<file path="src/rtl/muller_c_pkg.sv">
// Shared definitions for the Muller C-element handshake driver.
// Holds default widths, FSM state encodings and the error-code values
// reported on err_code_o.
package muller_c_pkg;

    localparam int CNT_W_DEF  = 8;
    localparam int SKEW_W_DEF = 4;
    localparam int TMO_W_DEF  = 8;

    // Plain vector encoding keeps the state register readable by older tools.
    typedef logic [2:0] state_t;

    localparam state_t ST_IDLE    = 3'd0;
    localparam state_t ST_RISE    = 3'd1;
    localparam state_t ST_WAIT_HI = 3'd2;
    localparam state_t ST_FALL    = 3'd3;
    localparam state_t ST_WAIT_LO = 3'd4;
    localparam state_t ST_DONE    = 3'd5;
    localparam state_t ST_ERR     = 3'd6;

    localparam logic [1:0] ERR_NONE   = 2'b00;
    localparam logic [1:0] ERR_TMO_HI = 2'b01;
    localparam logic [1:0] ERR_TMO_LO = 2'b10;
    localparam logic [1:0] ERR_EARLY  = 2'b11;

endpackage

</file>
<file path="src/rtl/muller_c_hs_driver_if.sv">
// Link between the handshake driver and the C-element under test.
//   a_o       : C-element input A (driver -> C-element)
//   b_o       : C-element input B (driver -> C-element)
//   c_async_i : C-element output, asynchronous to the driver clock
// master = driver side, slave = C-element side.
interface muller_c_hs_driver_if;

    logic a_o;
    logic b_o;
    logic c_async_i;

    modport master (output a_o, output b_o, input c_async_i);
    modport slave  (input a_o, input b_o, output c_async_i);

endinterface

</file>
<file path="src/rtl/muller_c_sync2.sv">
// Generic two-flop synchronizer for bringing asynchronous levels into the
// clk domain. Synchronous active-low reset clears both stages.
//   clk, rst_n : clock and synchronous active-low reset
//   d_i        : asynchronous input
//   q_o        : synchronized output, two cycles of latency
module muller_c_sync2 #(
    parameter int WIDTH = 1
) (
    input  logic             clk,
    input  logic             rst_n,
    input  logic [WIDTH-1:0] d_i,
    output logic [WIDTH-1:0] q_o
);

    logic [WIDTH-1:0] meta_q;
    logic [WIDTH-1:0] sync_q;

    // NOTE: sequential state uses non-blocking assignments so both stages
    // sample the pre-edge values and form a true two-stage shift.
    always_ff @(posedge clk) begin
        if (!rst_n) begin
            meta_q <= '0;
            sync_q <= '0;
        end else begin
            meta_q <= d_i;
            sync_q <= meta_q;
        end
    end

    assign q_o = sync_q;

endmodule

</file>
<file path="src/rtl/muller_c_hs_driver.sv">
// Four-phase handshake driver for exercising a Muller C-element.
// Raises A then B (B lagging by skew cycles), waits for the synchronized
// C output to rise, lowers A then B, waits for C to fall, and repeats for
// the requested number of handshakes. Flags timeouts and C transitions
// that occur before both inputs have moved.
//   clk, rst_n   : clock, synchronous active-low reset
//   start_i      : one-cycle launch pulse, honoured only when idle
//   cycles_i     : handshakes to perform (0 = finish immediately)
//   skew_i       : cycles from an A edge to the matching B edge
//   timeout_i    : max cycles to wait for C per phase, 0 = no limit
//   cel          : C-element link (a_o, b_o out; c_async_i in)
//   busy_o       : run in progress
//   done_o       : one-cycle pulse on successful completion
//   err_o        : sticky error flag, err_code_o gives the cause
//   count_o      : completed handshakes of the current or last run
module muller_c_hs_driver
    import muller_c_pkg::*;
#(
    parameter int CNT_W  = CNT_W_DEF,
    parameter int SKEW_W = SKEW_W_DEF,
    parameter int TMO_W  = TMO_W_DEF
) (
    input  logic                 clk,
    input  logic                 rst_n,
    input  logic                 start_i,
    input  logic [CNT_W-1:0]     cycles_i,
    input  logic [SKEW_W-1:0]    skew_i,
    input  logic [TMO_W-1:0]     timeout_i,
    muller_c_hs_driver_if.master cel,
    output logic                 busy_o,
    output logic                 done_o,
    output logic                 err_o,
    output logic [1:0]           err_code_o,
    output logic [CNT_W-1:0]     count_o
);

    logic c_s;

    muller_c_sync2 #(.WIDTH(1)) u_sync (
        .clk   (clk),
        .rst_n (rst_n),
        .d_i   (cel.c_async_i),
        .q_o   (c_s)
    );

    state_t             state_q,    state_d;
    logic               a_q,        a_d;
    logic               b_q,        b_d;
    logic [CNT_W-1:0]   cycles_q,   cycles_d;
    logic [SKEW_W-1:0]  skew_q,     skew_d;
    logic [TMO_W-1:0]   tmo_q,      tmo_d;
    logic [SKEW_W-1:0]  skew_cnt_q, skew_cnt_d;
    // One bit wider than timeout_i so an all-ones limit is still reachable.
    logic [TMO_W:0]     timer_q,    timer_d;
    logic [CNT_W-1:0]   count_q,    count_d;
    logic               err_q,      err_d;
    logic [1:0]         err_code_q, err_code_d;

    logic [CNT_W-1:0]   count_inc;
    logic               tmo_hit;

    assign count_inc = (count_q == '1) ? count_q : count_q + 1'b1;
    assign tmo_hit   = (tmo_q != '0) && (timer_q == {1'b0, tmo_q});

    always_comb begin
        // NOTE: every combinational output takes its hold value first so no
        // path through the case leaves it unassigned and infers a latch.
        state_d    = state_q;
        a_d        = a_q;
        b_d        = b_q;
        cycles_d   = cycles_q;
        skew_d     = skew_q;
        tmo_d      = tmo_q;
        skew_cnt_d = skew_cnt_q;
        timer_d    = (timer_q == '1) ? timer_q : timer_q + 1'b1;
        count_d    = count_q;
        err_d      = err_q;
        err_code_d = err_code_q;

        case (state_q)
            ST_IDLE: begin
                if (start_i) begin
                    cycles_d   = cycles_i;
                    skew_d     = skew_i;
                    tmo_d      = timeout_i;
                    count_d    = '0;
                    err_d      = 1'b0;
                    err_code_d = ERR_NONE;
                    if (cycles_i == '0) begin
                        state_d = ST_DONE;
                    end else begin
                        state_d    = ST_RISE;
                        a_d        = 1'b1;
                        b_d        = (skew_i == '0);
                        skew_cnt_d = '0;
                    end
                end
            end

            ST_RISE: begin
                if (b_q) begin
                    state_d = ST_WAIT_HI;
                    timer_d = '0;
                end else if (c_s) begin
                    // C rose on A alone: the element is not acting as a C-element.
                    state_d    = ST_ERR;
                    a_d        = 1'b0;
                    b_d        = 1'b0;
                    err_d      = 1'b1;
                    err_code_d = ERR_EARLY;
                end else begin
                    skew_cnt_d = skew_cnt_q + 1'b1;
                    if (skew_cnt_d == skew_q) begin
                        b_d     = 1'b1;
                        state_d = ST_WAIT_HI;
                        timer_d = '0;
                    end
                end
            end

            ST_WAIT_HI: begin
                if (c_s) begin
                    state_d    = ST_FALL;
                    a_d        = 1'b0;
                    b_d        = (skew_q != '0);
                    skew_cnt_d = '0;
                end else if (tmo_hit) begin
                    state_d    = ST_ERR;
                    a_d        = 1'b0;
                    b_d        = 1'b0;
                    err_d      = 1'b1;
                    err_code_d = ERR_TMO_HI;
                end
            end

            ST_FALL: begin
                if (!b_q) begin
                    state_d = ST_WAIT_LO;
                    timer_d = '0;
                end else if (!c_s) begin
                    state_d    = ST_ERR;
                    a_d        = 1'b0;
                    b_d        = 1'b0;
                    err_d      = 1'b1;
                    err_code_d = ERR_EARLY;
                end else begin
                    skew_cnt_d = skew_cnt_q + 1'b1;
                    if (skew_cnt_d == skew_q) begin
                        b_d     = 1'b0;
                        state_d = ST_WAIT_LO;
                        timer_d = '0;
                    end
                end
            end

            ST_WAIT_LO: begin
                if (!c_s) begin
                    count_d = count_inc;
                    if (count_inc == cycles_q) begin
                        state_d = ST_DONE;
                    end else begin
                        state_d    = ST_RISE;
                        a_d        = 1'b1;
                        b_d        = (skew_q == '0);
                        skew_cnt_d = '0;
                    end
                end else if (tmo_hit) begin
                    state_d    = ST_ERR;
                    a_d        = 1'b0;
                    b_d        = 1'b0;
                    err_d      = 1'b1;
                    err_code_d = ERR_TMO_LO;
                end
            end

            ST_DONE: state_d = ST_IDLE;
            ST_ERR:  state_d = ST_IDLE;

            default: begin
                state_d = ST_IDLE;
                a_d     = 1'b0;
                b_d     = 1'b0;
            end
        endcase
    end

    always_ff @(posedge clk) begin
        // NOTE: every flop, including latched run configuration, is reset so
        // a mid-run reset leaves no stale state behind.
        if (!rst_n) begin
            state_q    <= ST_IDLE;
            a_q        <= 1'b0;
            b_q        <= 1'b0;
            cycles_q   <= '0;
            skew_q     <= '0;
            tmo_q      <= '0;
            skew_cnt_q <= '0;
            timer_q    <= '0;
            count_q    <= '0;
            err_q      <= 1'b0;
            err_code_q <= ERR_NONE;
        end else begin
            state_q    <= state_d;
            a_q        <= a_d;
            b_q        <= b_d;
            cycles_q   <= cycles_d;
            skew_q     <= skew_d;
            tmo_q      <= tmo_d;
            skew_cnt_q <= skew_cnt_d;
            timer_q    <= timer_d;
            count_q    <= count_d;
            err_q      <= err_d;
            err_code_q <= err_code_d;
        end
    end

    assign cel.a_o    = a_q;
    assign cel.b_o    = b_q;
    assign busy_o     = (state_q == ST_RISE)    || (state_q == ST_WAIT_HI) ||
                        (state_q == ST_FALL)    || (state_q == ST_WAIT_LO);
    assign done_o     = (state_q == ST_DONE);
    assign err_o      = err_q;
    assign err_code_o = err_code_q;
    assign count_o    = count_q;

endmodule

</file>
<file path="src/flat_wrapper.sv">
// flat-port wrapper written by rule: the top's interface ports become plain ports
module muller_c_hs_driver_flat import muller_c_pkg::*;
#(
    parameter int CNT_W  = CNT_W_DEF,
    parameter int SKEW_W = SKEW_W_DEF,
    parameter int TMO_W  = TMO_W_DEF
)
  (clk, rst_n, start_i, cycles_i, skew_i, timeout_i, busy_o, done_o, err_o, err_code_o, count_o, cel_a_o, cel_b_o, cel_c_async_i);
  muller_c_hs_driver_if cel_i ();
  input  logic clk;
  input  logic rst_n;
  input  logic start_i;
  input  logic [CNT_W-1:0] cycles_i;
  input  logic [SKEW_W-1:0] skew_i;
  input  logic [TMO_W-1:0] timeout_i;
  output logic busy_o;
  output logic done_o;
  output logic err_o;
  output logic [1:0] err_code_o;
  output logic [CNT_W-1:0] count_o;
  output wire logic [$bits(cel_i.a_o)-1:0] cel_a_o;
  output wire logic [$bits(cel_i.b_o)-1:0] cel_b_o;
  input wire logic [$bits(cel_i.c_async_i)-1:0] cel_c_async_i;
  assign cel_a_o = cel_i.a_o;
  assign cel_b_o = cel_i.b_o;
  assign cel_i.c_async_i = cel_c_async_i;
  muller_c_hs_driver #(.CNT_W(CNT_W), .SKEW_W(SKEW_W), .TMO_W(TMO_W)) u_core (.clk(clk), .rst_n(rst_n), .start_i(start_i), .cycles_i(cycles_i), .skew_i(skew_i), .timeout_i(timeout_i), .cel(cel_i), .busy_o(busy_o), .done_o(done_o), .err_o(err_o), .err_code_o(err_code_o), .count_o(count_o));
endmodule
</file>
<file path="config.mk">
export PLATFORM = sky130hd
export DESIGN_NAME = muller_c_hs_driver_flat
export DESIGN_NICKNAME = d
export VERILOG_FILES = /design/src/rtl/muller_c_pkg.sv /design/src/rtl/muller_c_hs_driver_if.sv /design/src/rtl/muller_c_sync2.sv /design/src/rtl/muller_c_hs_driver.sv /design/src/flat_wrapper.sv
export SDC_FILE = /design/constraint.sdc
export NUM_CORES = 1
export LEC_CHECK = 0
export CAP_MARGIN = 20
export CORE_MARGIN = 5
export CORE_UTILIZATION = 45
export DETAILED_ROUTE_END_ITERATION = 12
export PLACE_DENSITY = 0.67
export SLEW_MARGIN = 40
export SYNTH_ARGS = -nofsm -noshare
export SYNTH_HDL_FRONTEND = slang
export SYNTH_HIERARCHICAL = 1
export SYNTH_SLANG_ARGS = --single-unit
export TNS_END_PERCENT = 30
</file>
<file path="constraint.sdc">
create_clock -name clk -period 3.3 [get_ports clk]
set_clock_uncertainty 0.1 [all_clocks]
set_input_delay 0.33 -clock clk [delete_from_list [all_inputs] [get_ports clk]]
set_output_delay 0.33 -clock clk [all_outputs]
set_load 0.01 [all_outputs]
</file>
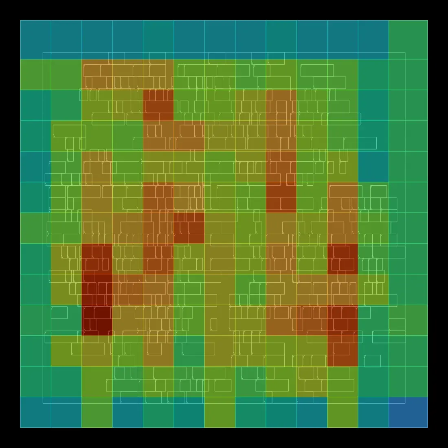
*Track usage over the die*
GR met2 Demand/Resource: 0.272
wire per inst: 15.3 um

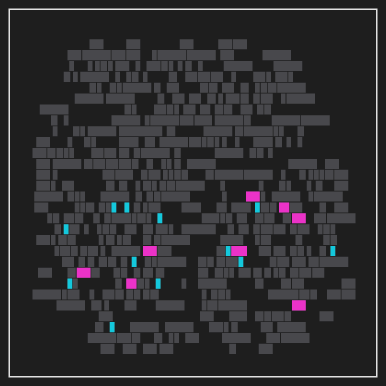
*Gate-type map*
(4 px per um)
magenta -> AND-OR and OR-AND gates  # cells 8
cyan -> inverters  # cells 12

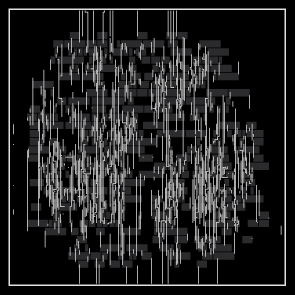
*Signal wires on met2*
(3 px per um)
wire length on this layer = 3460 um
longest straight run = 30.3 um
Post-Route WL: 7670 um
routed via count: 2900

==> summary.txt <==
Part of the power in combinational logic - 0.228
Clock buffer depth - 2
Flops - 51
Largest cells by area - dfxtp_1 34%, nand2_1 7.7%, a21oi_1 7.0%, xor2_1 5.3%, nor2_1 4.5%
RSZ-0062 raised after global routing - no
Reg2Reg Capture Point - u_core/cel.a_o
Logic area - 1820 um2
Distinct lib cells used - 55
Yosys Chip Area - 2990 um2
Async SR Flop Fraction - 0
Mapped Cells - 397
Crit path from - u_core/count_o[0]
Top cells by count, synth - 61 x nand2_1, 51 x dfxtp_1, 42 x a21oi_1
Antenna diodes - 0
Buf+Inv Stages, Crit Path - 0
Reg2reg setup slack - 0.52 ns
Slew @ Worst Pin - 0.732 ns
Via density - 5.80
Gp weighted congestion - 0.864
Core Util at FP - 0.466
Worst r2r path cells - 8
Drt first-iter violations - 161
Final non-filler cell total - 500
Post-route ant nets - 0
Multiplexer share - 0.0100
Final hold violations - 0
RR Startpoint - u_core/count_o[0]
CTS Hold Buffers Added - 0
Initial antenna violation count - 0
Most Used Layer, Global Route - met1
Largest cell class by area - logic gates
Worst VDD drop - 232 uV
Row cnt - 29
Setup TNS - 0 ns
I/O Buffers - 38
Worst path slowest cell - dfxtp_1
Most frequent logic cell in the layout - nand2_1
Outcome - completed
Area leader share - 0.341
Flops after synth - 51
Yosys stat cell total - 397
Comb pwr - 0.342 mW
Number of cells on the critical path - 8
Most common cell in the netlist - nand2_1
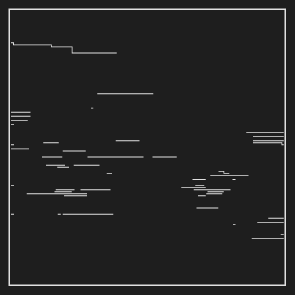
*Metal 3*
(3 px per um)
longest straight run = 19.8 um
share of all routed wire = 4.6%
met3 Use GR: 0.0331

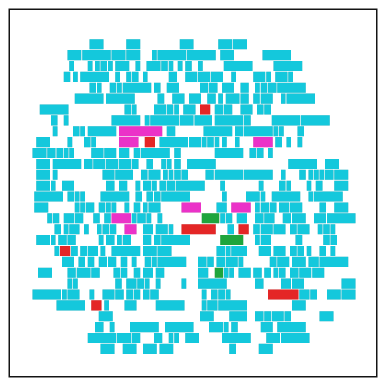
*Sizing map*
(4 px per um)
magenta -> drive 6 and up  # cells 7, share 1.7%
red -> drive 3 to 4  # cells 7, share 1.7%
green -> drive 2  # cells 3, share 0.71%
cyan -> drive 1 or less  # cells 406, share 96%
Final WS setup: 0.519 ns
Non-clk bufs: 42
Layout area overhead: 17.4%

Power is estimated from default activity; no workload was simulated.
